## src/rtl/mem_stage_pkg.sv

```systemverilog
// -----------------------------------------------------------------------------
// mem_stage_pkg
// Shared constants for the MEM pipeline stage and its bus interface:
//   - memory operation codes carried from EX (NOP / LDW / STW)
//   - control-op NOP value used when the MEM/WB register is flushed
//   - bus interface FSM state encodings
//   - exception codes the stage produces or passes through
//   - default address-space selector for the scratch-pad memory
// -----------------------------------------------------------------------------
package mem_stage_pkg;

    localparam logic [1:0] MEM_OP_NOP = 2'd0;
    localparam logic [1:0] MEM_OP_LDW = 2'd1;
    localparam logic [1:0] MEM_OP_STW = 2'd2;

    localparam logic [1:0] CTRL_OP_NOP = 2'd0;

    localparam logic [1:0] BUS_IF_STATE_IDLE   = 2'd0;
    localparam logic [1:0] BUS_IF_STATE_REQ    = 2'd1;
    localparam logic [1:0] BUS_IF_STATE_ACCESS = 2'd2;
    localparam logic [1:0] BUS_IF_STATE_STALL  = 2'd3;

    localparam logic [2:0] ISA_EXP_NO_EXP     = 3'd0;
    localparam logic [2:0] ISA_EXP_MISS_ALIGN = 3'd4;

    // Top three address bits equal to this value select the scratch-pad.
    localparam logic [2:0] SPM_SEL_DEFAULT = 3'b011;

    // Word accesses need the two byte-offset bits of the address clear.
    function automatic logic addr_is_misaligned(input logic [1:0] byte_offset);
        return (byte_offset != 2'b00);
    endfunction

endpackage

```

## src/rtl/mem_stage_bus_if.sv

```systemverilog
// -----------------------------------------------------------------------------
// mem_stage_bus_if
// Routes one word access either to the scratch-pad memory (zero wait states)
// or to the external bus through a request/grant/strobe/ready handshake.
// Holds the bus FSM and the read buffer that keeps bus load data alive while
// the pipeline is stalled after the bus cycle has finished.
// Ports:
//   clk, reset              clock, asynchronous active-low reset
//   stall, flush            pipeline hold / invalidate from the control unit
//   access                  a legal (aligned, exception-free) access is presented
//   rw                      1 = read (load), 0 = write (store)
//   addr, wr_data           word address and store data
//   rd_data                 load data for the current cycle (0 when none)
//   busy                    stage must be held because the bus is not done
//   spm_*                   scratch-pad memory interface
//   bus_*                   external bus master interface
// -----------------------------------------------------------------------------
module mem_stage_bus_if
    import mem_stage_pkg::*;
#(
    parameter int         WORD_ADDR_W = 30,
    parameter int         WORD_DATA_W = 32,
    parameter logic [2:0] SPM_SEL     = SPM_SEL_DEFAULT
) (
    input  logic                   clk,
    input  logic                   reset,
    input  logic                   stall,
    input  logic                   flush,
    input  logic                   access,
    input  logic                   rw,
    input  logic [WORD_ADDR_W-1:0] addr,
    input  logic [WORD_DATA_W-1:0] wr_data,
    output logic [WORD_DATA_W-1:0] rd_data,
    output logic                   busy,
    input  logic [WORD_DATA_W-1:0] spm_rd_data,
    output logic [WORD_ADDR_W-1:0] spm_addr,
    output logic                   spm_as_,
    output logic                   spm_rw,
    output logic [WORD_DATA_W-1:0] spm_wr_data,
    input  logic [WORD_DATA_W-1:0] bus_rd_data,
    input  logic                   bus_rdy_,
    input  logic                   bus_grant_,
    output logic                   bus_req_,
    output logic                   bus_as_,
    output logic                   bus_rw,
    output logic [WORD_ADDR_W-1:0] bus_addr,
    output logic [WORD_DATA_W-1:0] bus_wr_data
);

    logic [1:0]             state;
    logic [WORD_DATA_W-1:0] rd_buf;
    logic                   is_spm;

    assign is_spm      = (addr[WORD_ADDR_W-1 -: 3] == SPM_SEL);
    assign spm_addr    = addr;
    assign spm_rw      = rw;
    assign spm_wr_data = wr_data;

    // Combinational routing: SPM strobe, load data and busy for this cycle.
    always_comb begin
        rd_data = '0;
        busy    = 1'b0;
        spm_as_ = 1'b1;
        case (state)
            BUS_IF_STATE_IDLE: begin
                if (access && !flush) begin
                    if (is_spm) begin
                        spm_as_ = 1'b0;
                        if (rw) rd_data = spm_rd_data;
                    end else begin
                        // Bus access starts now; hold the pipeline from this cycle.
                        busy = 1'b1;
                    end
                end
            end
            BUS_IF_STATE_REQ: begin
                busy = 1'b1;
            end
            BUS_IF_STATE_ACCESS: begin
                if (!bus_rdy_) begin
                    if (rw) rd_data = bus_rd_data;
                end else begin
                    busy = 1'b1;
                end
            end
            BUS_IF_STATE_STALL: begin
                // Bus cycle already finished; replay the captured data.
                if (rw) rd_data = rd_buf;
            end
            default: begin
                busy = 1'b0;
            end
        endcase
    end

    // Bus master FSM and read buffer.
    always_ff @(posedge clk or negedge reset) begin
        if (!reset) begin
            state       <= BUS_IF_STATE_IDLE;
            bus_req_    <= 1'b1;
            bus_as_     <= 1'b1;
            bus_rw      <= 1'b1;
            bus_addr    <= '0;
            bus_wr_data <= '0;
            rd_buf      <= '0;
        end else begin
            case (state)
                BUS_IF_STATE_IDLE: begin
                    if (access && !flush && !is_spm) begin
                        state       <= BUS_IF_STATE_REQ;
                        bus_req_    <= 1'b0;
                        bus_addr    <= addr;
                        bus_rw      <= rw;
                        bus_wr_data <= wr_data;
                    end
                end
                BUS_IF_STATE_REQ: begin
                    if (flush) begin
                        // Nothing reached the bus yet, so the request can be withdrawn.
                        state       <= BUS_IF_STATE_IDLE;
                        bus_req_    <= 1'b1;
                        bus_rw      <= 1'b1;
                        bus_addr    <= '0;
                        bus_wr_data <= '0;
                    end else if (!bus_grant_) begin
                        state   <= BUS_IF_STATE_ACCESS;
                        bus_as_ <= 1'b0;
                    end
                end
                BUS_IF_STATE_ACCESS: begin
                    // Strobe is a single-cycle pulse; the cycle itself cannot be
                    // abandoned once started, even on flush.
                    bus_as_ <= 1'b1;
                    if (!bus_rdy_) begin
                        bus_req_    <= 1'b1;
                        bus_rw      <= 1'b1;
                        bus_addr    <= '0;
                        bus_wr_data <= '0;
                        rd_buf      <= bus_rd_data;
                        state       <= stall ? BUS_IF_STATE_STALL : BUS_IF_STATE_IDLE;
                    end
                end
                BUS_IF_STATE_STALL: begin
                    if (!stall) state <= BUS_IF_STATE_IDLE;
                end
                default: begin
                    state <= BUS_IF_STATE_IDLE;
                end
            endcase
        end
    end

endmodule

```

## src/rtl/mem_stage.sv

```systemverilog
// -----------------------------------------------------------------------------
// mem_stage
// MEM pipeline stage: performs the load/store of the instruction leaving EX,
// checks word alignment, and holds the MEM/WB pipeline register.
// Ports:
//   clk, reset                 clock, asynchronous active-low reset
//   stall, flush               hold / invalidate from the control unit
//   ex_*                       EX/MEM register contents (ex_out = address/result)
//   spm_*                      scratch-pad memory interface
//   bus_*                      external bus master interface
//   mem_busy                   stage is waiting on the bus
//   fwd_data                   combinational stage result forwarded to ID
//   mem_*                      MEM/WB register consumed by the control unit/WB
// -----------------------------------------------------------------------------
module mem_stage
    import mem_stage_pkg::*;
#(
    parameter int         WORD_ADDR_W = 30,
    parameter int         WORD_DATA_W = 32,
    parameter logic [2:0] SPM_SEL     = SPM_SEL_DEFAULT
) (
    input  logic                   clk,
    input  logic                   reset,
    input  logic                   stall,
    input  logic                   flush,
    input  logic                   ex_en,
    input  logic [WORD_ADDR_W-1:0] ex_pc,
    input  logic                   ex_br_flag,
    input  logic [1:0]             ex_mem_op,
    input  logic [WORD_DATA_W-1:0] ex_mem_wr_data,
    input  logic [1:0]             ex_ctrl_op,
    input  logic [4:0]             ex_dst_addr,
    input  logic                   ex_gpr_we_,
    input  logic [2:0]             ex_exp_code,
    input  logic [WORD_DATA_W-1:0] ex_out,
    input  logic [WORD_DATA_W-1:0] spm_rd_data,
    output logic [WORD_ADDR_W-1:0] spm_addr,
    output logic                   spm_as_,
    output logic                   spm_rw,
    output logic [WORD_DATA_W-1:0] spm_wr_data,
    input  logic [WORD_DATA_W-1:0] bus_rd_data,
    input  logic                   bus_rdy_,
    input  logic                   bus_grant_,
    output logic                   bus_req_,
    output logic                   bus_as_,
    output logic                   bus_rw,
    output logic [WORD_ADDR_W-1:0] bus_addr,
    output logic [WORD_DATA_W-1:0] bus_wr_data,
    output logic                   mem_busy,
    output logic [WORD_DATA_W-1:0] fwd_data,
    output logic                   mem_en,
    output logic [WORD_ADDR_W-1:0] mem_pc,
    output logic                   mem_br_flag,
    output logic [1:0]             mem_ctrl_op,
    output logic [4:0]             mem_dst_addr,
    output logic                   mem_gpr_we_,
    output logic [2:0]             mem_exp_code,
    output logic [WORD_DATA_W-1:0] mem_out
);

    logic                   mem_request;
    logic                   miss_align;
    logic                   access;
    logic                   is_load;
    logic                   rw;
    logic [2:0]             exp_code;
    logic                   gpr_we_;
    logic [WORD_DATA_W-1:0] rd_data;

    // Only a valid, exception-free memory instruction is checked for alignment;
    // an upstream exception takes priority and is passed through untouched.
    assign mem_request = ex_en && (ex_mem_op != MEM_OP_NOP) && (ex_exp_code == ISA_EXP_NO_EXP);
    assign miss_align  = mem_request && addr_is_misaligned(ex_out[1:0]);
    assign access      = mem_request && !miss_align;
    assign rw          = (ex_mem_op == MEM_OP_LDW);
    assign is_load     = access && rw;

    assign exp_code = miss_align ? ISA_EXP_MISS_ALIGN : ex_exp_code;
    assign gpr_we_  = miss_align ? 1'b1 : ex_gpr_we_;
    assign fwd_data = is_load ? rd_data : ex_out;

    mem_stage_bus_if #(
        .WORD_ADDR_W (WORD_ADDR_W),
        .WORD_DATA_W (WORD_DATA_W),
        .SPM_SEL     (SPM_SEL)
    ) u_bus_if (
        .clk         (clk),
        .reset       (reset),
        .stall       (stall),
        .flush       (flush),
        .access      (access),
        .rw          (rw),
        .addr        (ex_out[WORD_ADDR_W+1:2]),
        .wr_data     (ex_mem_wr_data),
        .rd_data     (rd_data),
        .busy        (mem_busy),
        .spm_rd_data (spm_rd_data),
        .spm_addr    (spm_addr),
        .spm_as_     (spm_as_),
        .spm_rw      (spm_rw),
        .spm_wr_data (spm_wr_data),
        .bus_rd_data (bus_rd_data),
        .bus_rdy_    (bus_rdy_),
        .bus_grant_  (bus_grant_),
        .bus_req_    (bus_req_),
        .bus_as_     (bus_as_),
        .bus_rw      (bus_rw),
        .bus_addr    (bus_addr),
        .bus_wr_data (bus_wr_data)
    );

    // MEM/WB pipeline register boundary.
    always_ff @(posedge clk or negedge reset) begin
        if (!reset) begin
            mem_en       <= 1'b0;
            mem_pc       <= '0;
            mem_br_flag  <= 1'b0;
            mem_ctrl_op  <= CTRL_OP_NOP;
            mem_dst_addr <= '0;
            mem_gpr_we_  <= 1'b1;
            mem_exp_code <= ISA_EXP_NO_EXP;
            mem_out      <= '0;
        end else if (!stall) begin
            if (flush) begin
                // Only the fields that could cause side effects are cleared.
                mem_en       <= 1'b0;
                mem_ctrl_op  <= CTRL_OP_NOP;
                mem_gpr_we_  <= 1'b1;
                mem_exp_code <= ISA_EXP_NO_EXP;
            end else begin
                mem_en       <= ex_en;
                mem_pc       <= ex_pc;
                mem_br_flag  <= ex_br_flag;
                mem_ctrl_op  <= ex_ctrl_op;
                mem_dst_addr <= ex_dst_addr;
                mem_gpr_we_  <= gpr_we_;
                mem_exp_code <= exp_code;
                mem_out      <= fwd_data;
            end
        end
    end

endmodule

```

## config.mk

```make
export PLATFORM = sky130hd
export DESIGN_NAME = mem_stage
export DESIGN_NICKNAME = d
export VERILOG_FILES = /design/src/rtl/mem_stage_pkg.sv /design/src/rtl/mem_stage_bus_if.sv /design/src/rtl/mem_stage.sv
export SDC_FILE = /design/constraint.sdc
export NUM_CORES = 1
export LEC_CHECK = 0
export CAP_MARGIN = 20
export CORE_AREA = 2 2 159 161
export DETAILED_ROUTE_END_ITERATION = 6
export DIE_AREA = 0 0 161 163
export PLACE_DENSITY_LB_ADDON = 0.08
export REMOVE_ABC_BUFFERS = 1
export SLEW_MARGIN = 20
export SYNTH_ARGS = -nofsm -noshare
export SYNTH_HDL_FRONTEND = slang
export SYNTH_SLANG_ARGS = --single-unit
```

## constraint.sdc

```tcl
create_clock -name clk -period 8.7 [get_ports clk]
set_input_delay 2.61 -clock clk [delete_from_list [all_inputs] [get_ports clk]]
set_output_delay 2.61 -clock clk [all_outputs]
set_load 0.005 [all_outputs]
```

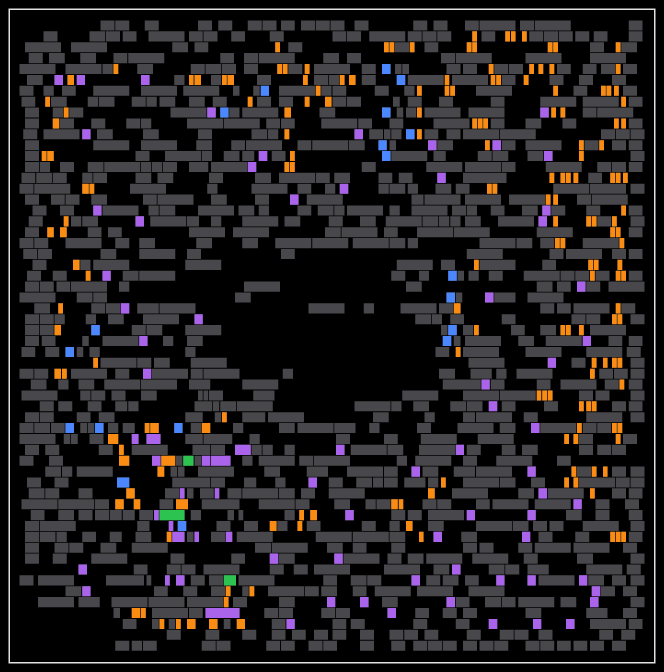
*Logic cells by family, run 1*
Key: nor cells = purple [cells 78, most used nor2b_1, where widely spread]; and/or cells = blue [cells 19]; nand cells = orange [cells 179, most used nand2_1, where widely spread]; non-inverting ao/oa cells = green [cells 3]

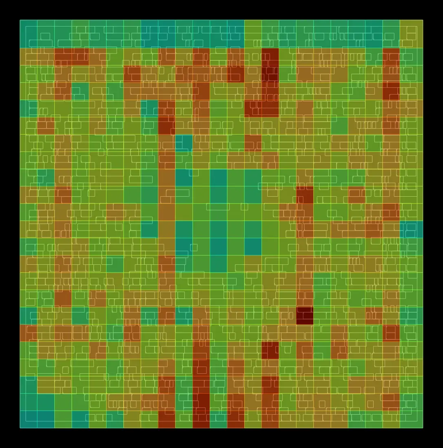
*Congestion heat map, run 1*
Finished Core Util: 0.536
global-route met3 utilization: 0.0581
GRT Overall Usage: 0.217

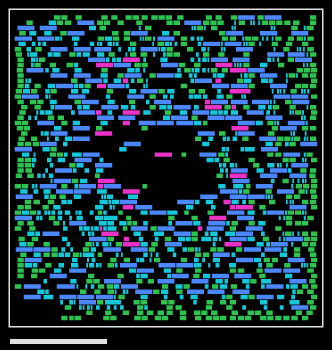
*Cells coloured by class, run 1*
Scale bar: 50 um.
Key: remaining buffers and delay cells = green [cells 429, share of their area 33%]; remaining logic cells = cyan [cells 509, share of their area 28%]; sequential cells = blue [cells 174, share of their area 34%]; clock drivers and dummy loads = magenta [cells 32, share of their area 4.6%]
flip-flop and latch share of the layout cell area: 0.330
core area: 24700 um2
row cnt: 58
design area: 13200 um2

==> summary.txt, run 1 <==
impl run done, here's what came out: placer's final routability congestion estimate 0.798, vias in the first global route slightly above 7k, flop2flop setup slack about 6.3 ns, reg2reg start u_bus_if.state[0], Worst Path Arrival ~5.2 ns, Num CTS Buffers 17, Post-CTS Hold Fix Bufs 0, PwrDens 248 nW/um2, crit path max fanout 38, HP Class reg2reg, share of cells above drive strength 1 0.156, CTS tree done, tool warnings 30, DRC viols 0, max_slew headroom 0.403, post_cts resized 0, Area Overhead vs Synth 53.2%, die area 26200 um2, Placed Cells incl. Taps approximately 1.4k, Synth Instances 797, vias per cell 4.85, Final Power between 3 and 4 mW, Critical Path End Type output port, fin crit period 7.78 ns, Synth Register Bits 174, Fin. Hold Viols 0, initial antenna violation count 2, startpoint types input port, Pre-Place Util 0.350, Slew Limit Fails 0, Yosys Instances approximately 800, Crit. Startpoint ex_exp_code[0], Dominant flop cell dfrtp_1, status complete, no violations, setup bufs post-CTS 0, CP endpoint fwd_data[27], Vias between 7k and 8k, Sum Neg Setup Slack 0 ns, clock root buffer clkbuf_16, Insertion Delay late pin 0.44 ns, Final ANT Viol Nets 0, Setup WS pre-CTS roughly 0.90 ns, Register-to-Register Path Depth 7, global route overflow 0, post-DP HPWL between 20 and 25 mm, min-delay src mem_gpr_we_, fin cells ~1.5k, hold endpoint mem_gpr_we_, LEAKAGE roughly 5.6 nW
[run 1: layout by cell type (no fill, tap or decap), drive strengths merged, types with 3 or more instances in the layout]
cell type / synthesis / layout
mux2i: 3 / 3
nand3: 23 / 23
or3: 8 / 8
and3: 8 / 8
o21ai: 16 / 16
clkdlybuf4s50: 0 / 414
dfrtp: 170 / 170
nand2b: 7 / 7
inv: 4 / 12
a21oi: 15 / 15
nor3: 3 / 3
nor2b: 66 / 66
mux2: 120 / 120
a22oi: 30 / 30
nand2: 145 / 145
clkbuf: 39 / 18
clkinv: 0 / 3
nor2: 7 / 7
dfstp: 4 / 4
buf: 75 / 15
o211ai: 28 / 28
ha: 6 / 6
[run 1: sequential cells by signal, indices dropped and copies added (netlist names)]
signal and flops:
u_bus_if.bus_req_ 1, u_bus_if.rd_buf 32, mem_exp_code 3, u_bus_if.bus_as_ 1, mem_out 32, u_bus_if.bus_wr_data 32, mem_br_flag 1, mem_gpr_we_ 1
mem_ctrl_op 2, u_bus_if.bus_rw 1, u_bus_if.bus_addr 30, mem_en 1, mem_pc 30, mem_dst_addr 5, u_bus_if.state 2
[run 1: per-stage QoR]
stage               hold slack (ns)  instance area (um2)
finish                        0.469                13200
global route                  0.485                13200
CTS                           0.472                13200
detailed placement            0.461                12600
global placement              0.456                12600
floorplan                     0.454                 7920
[run 1: report_power, final]
| part | switching [mW] | total, mW | leakage, nW | internal, mW |
|---|---|---|---|---|
| logic | 0.535 | 1.32 | 3.11 | 0.782 |
| registers | 0.127 | 1.19 | 2.16 | 1.06 |
| clock network | 0.362 | 0.777 | 0.285 | 0.414 |
[run 1: logic make-up after synthesis]
| kind of cell | Yosys count | synth area share |
|---|---|---|
| compound gates | 100 | 0.0819 |
| fa+ha+maj | 6 | 0.00870 |
| buf+inv | 118 | 0.0838 |
| flops | 174 | 0.505 |
| mux | 123 | 0.164 |
| simple gates | 276 | 0.156 |
[run 1: layout make-up]
cell class	instances	area, um2
antenna	2	5.00
clock buffer	18	439
clock inverter	14	150
fill	2243	11500
inverter	4	15.0
multi-input combinational	505	3570
sequential	174	4360
tap	330	413
timing repair buffer	429	4260
[run 1: synthesized netlist by cell type, types with 8 or more instances]
cell,count,share of area
a21oi_1,15,0.0087
a22oi_1,30,0.026
and3_1,8,0.0058
buf_4,62,0.054
clkbuf_1,39,0.017
dfrtp_1,170,0.49
mux2_2,107,0.14
mux2_4,10,0.017
nand2_1,145,0.063
nand3_1,22,0.013
nor2b_1,66,0.048
o211ai_1,28,0.024
o21ai_0,16,0.0093
or3_1,8,0.0058
[run 1: layer usage]
metal / track usage / vias up / wire length (um)
li1: - / 3356 / -
met1: 0.273 / 3492 / 12000
met2: 0.372 / 292 / 14300
met3: 0.0581 / 21 / 2100
met4: 0.0572 / 0 / 368
met5: 0 / - / 0
[run 1: worst max-delay path: stages]
cell and delay [ns]:
clkdlybuf4s50_1 0.47, nor4b_4 0.40, and2_1 0.22, nand2b_2 0.48
o211ai_1 0.40, clkdlybuf4s50_1 0.59
### Where the registers sit, run 1

Scale bar: 50 um. Other sequential cells in the stronger grey, the rest of the logic in the fainter grey.
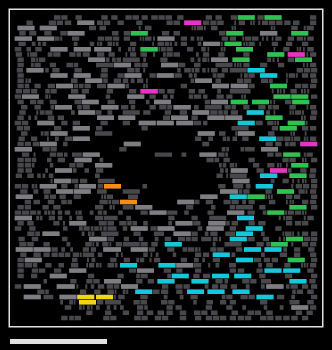

==> run 2, diff against run 1 <==
==> constraint.sdc (replaced) <==
create_clock -name clk -period 8.7 [get_ports clk]
set_input_delay 2.61 -clock clk [delete_from_list [all_inputs] [get_ports clk]]
set_output_delay 2.61 -clock clk [all_outputs]
set_load 0.1 [all_outputs]
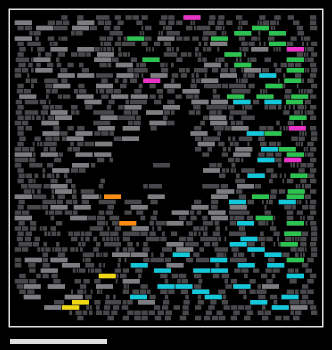
*Where the registers sit, run 2*
Scale bar: 50 um. Other sequential cells in the stronger grey, the rest of the logic in the fainter grey.
Key: `mem_pc` = green [flops 30]; `u_bus_if.state` = orange [flops 2]; `u_bus_if.bus_wr_data` = cyan [flops 32]; `mem_dst_addr` = magenta [flops 5]; `mem_exp_code` = yellow [flops 3]
Seq group: 1.19 mW
Seq. cell area: 4360 um2
flip-flop and latch share of the layout cell area: 0.321
Finished Core Util: 0.550

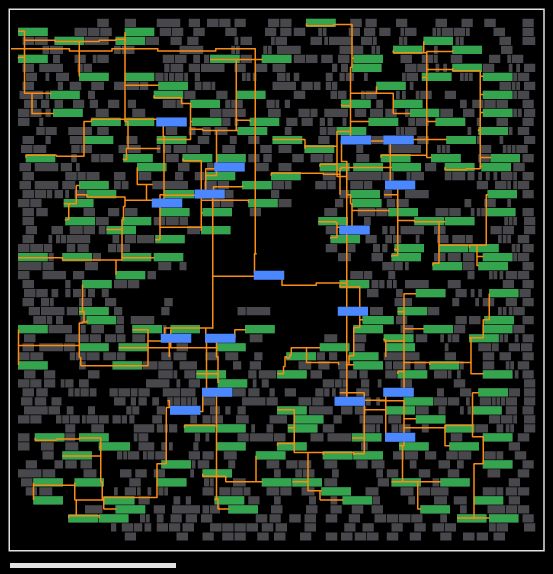
*Clock distribution, run 2*
Scale bar: 50 um.
Key: clock-net drivers = blue [count 17]; flip-flops = green [count 174]; clock wires = orange [length 2360 um]
Position of the flops: widely spread.
P_clk: 803 uW
Insertion Delay late pin: 0.43 ns
Worst Skew: 0.0203 ns
Clock power frac: 0.169

==> run 2 against run 1 <==
Maximum frequency up 1.6%. Sequential power about the same. Hold slack worse by 0.0012 ns. Synthesized cell count unchanged. Wire length down 1.0%. Cell count down 0.27%. Via count down 1.7%. Largest cell class is now buffers. Largest power group unchanged. Highest routed layer unchanged.
==> summary.txt, run 2 <==
impl run done, here's what came out: status complete, no violations, antenna cells 0 (-2), setup bufs post-CTS 0 (unchanged), Vias 7042 (-1.7%), minimum hold slack 0.468 ns (-0.00123 ns), sequential share of power 0.250 (-0.112), vias per cell 4.78 (-1.4%), number of H-tree levels 4, Post-synth area hogs dfrtp_1, mux2_2, nand2_1, P_int 2.32 mW (+2.6%), share of cells above drive strength 1 0.182 (+0.0257), Critical Path End Type output port, clk slew on worst S/H paths approximately 0.060 ns, Placed Cells incl. Taps 1439 (-0.21%), Dominant flop cell dfrtp_1, design area 13600 um2 (+2.7%), cell with the most instances after synthesis dfrtp_1, startpoint types input port, Comb power frac 0.581 (+0.180), Psw 2.44 mW (+140%), Final Power 4.76 mW (+45%), GRT Overall Usage 0.213 (-0.00397), Post-CTS Hold Fix Bufs 0 (unchanged), post_cts resized 0 (unchanged), maximum clock path buffer count 2, Sum Neg Setup Slack 0 ns (unchanged), slowest stage delay, CP 0.70 ns (+0.11 ns), post-DP HPWL 20.7 mm (-0.71%), Setup WS pre-CTS 1.05 ns (+0.155 ns), Top cell area share 0.493 (unchanged), crit path max fanout 20 (-47%), core area 24700 um2 (unchanged), HP Class reg2reg, DP Area 12900 um2 (+2.5%), fin cells 1472 (-0.27%), tool warnings 31 (+3.3%), worst path cell trace clkdlybuf4s50_1, nand3b_1, nor3_2, buf_12, and3_1, a21oi_1, o21ai_0, buf_12, Worst-Margin Slew ~1.1 ns, max_slew headroom 0.272 (-0.131), Pre-Place Util 0.350 (unchanged), Area Overhead vs Synth 57.3%, row cnt 58 (unchanged), DRC viols 0 (unchanged), WL final about 28 mm, LEAKAGE 5.74 nW (+3.2%), clock root buffer clkbuf_16, initial antenna violation count 0 (-2), Commonest Layout Cell clkdlybuf4s50_1, vias in the first global route 6964 (-2.8%), fill cell count 2182 (-2.7%), Synth Instances 797 (unchanged), biggest regs mem_out x32, u_bus_if.bus_wr_data x32, u_bus_if.rd_buf x32, die area 26200 um2 (unchanged), commonest cells in the netlist dfrtp_1, nand2_1, mux2_2, nor2b_1, buf_4, CTS tree done, fin crit period 7.65 ns (-0.124 ns), Slew Limit Fails 0 (unchanged), Synth Register Bits 174 (unchanged), Num CTS Buffers 17 (unchanged), CP max-delay cell nor3_2, Final ANT Viol Nets 0 (unchanged), area leader, netlist dfrtp_1, most numerous logic cells after layout clkdlybuf4s50_1, dfrtp_1, nand2_1, mux2_2, nor2b_1, Combinational Area 3570 um2 (unchanged), Yosys Instances 797 (unchanged), global route overflow 0 (unchanged)
-- run 2: cell count changes in the layout (fill, tap and decap cells not counted), sizes merged --
| cell | change |
|---|---|
| diode | -2 |
| buf | +31 |
| clkdlybuf4s50 | -33 |
| bufinv | +2 |
| inv | -2 |
| clkbuf | +1 |
| clkinv | -2 |
| clkinvlp | +1 |
-- run 2: critical path, delay by kind of cell --
| family | cells | cell delay, ns |
|---|---|---|
| and+or+nand+nor | 3 | 1.16 |
| buffers and inverters | 3 | 1.01 |
| AOI/OAI and AO/OA | 2 | 0.24 |
-- run 2: routing by layer --
layer	share of wire	vias up	track usage
li1	-	3350	-
met5	0	-	0
met3	0.071	23	0.0588
met1	0.41	3402	0.262
met2	0.50	267	0.373
met4	0.012	0	0.0515
-- run 2: worst paths after layout --
path                                    from                  endpoint  slack, ns  cells after the start
max                               ex_out[31]              fwd_data[15]       1.05                      8
min                              mem_gpr_we_               mem_gpr_we_       0.47                      2
max reg2reg                u_bus_if.state[0]  u_bus_if.bus_wr_data[25]       6.14                      7
min reg2reg                      mem_gpr_we_               mem_gpr_we_       0.47                      2
max in group asynchronous              reset                mem_pc[27]       4.92                      3
min in group asynchronous              reset           mem_dst_addr[0]       2.10                      1
-- run 2: logic make-up (layout without fill, tap and decap cells) --
kind of cell / after synthesis / in the layout / synth area share
AND-OR/OR-AND: 100 / 100 / 0.0819
adder cells (fa/ha/maj): 6 / 6 / 0.00870
buffers and inverters: 118 / 463 / 0.0838
flip-flops: 174 / 174 / 0.505
multiplexers: 123 / 123 / 0.164
AND/OR/NAND/NOR: 276 / 276 / 0.156
-- run 2: cell type report --
cell class / count / share of cell area
repair buffers: 427 / 0.340
flip-flops and latches: 174 / 0.321
clock inverters: 13 / 0.0127
clock buffers: 19 / 0.0319
inverters: 4 / 0.00111
multi-input cells: 505 / 0.263
well taps: 330 / 0.0304
-- run 2: power by group through the flow --
| stage | Combinational [mW] | Sequential [mW] | Clock (mW) |
|---|---|---|---|
| after floorplan | 0.714 | 2.40 | 0 |
| after global placement | 2.78 | 1.19 | 0 |
| after detailed placement | 2.79 | 1.20 | 0 |
| after CTS | 2.79 | 1.19 | 0.822 |
| after global routing | 2.87 | 1.22 | 0.852 |
| final | 2.77 | 1.19 | 0.803 |
Power figures rest on the tool's default switching activity, not on a simulated workload.
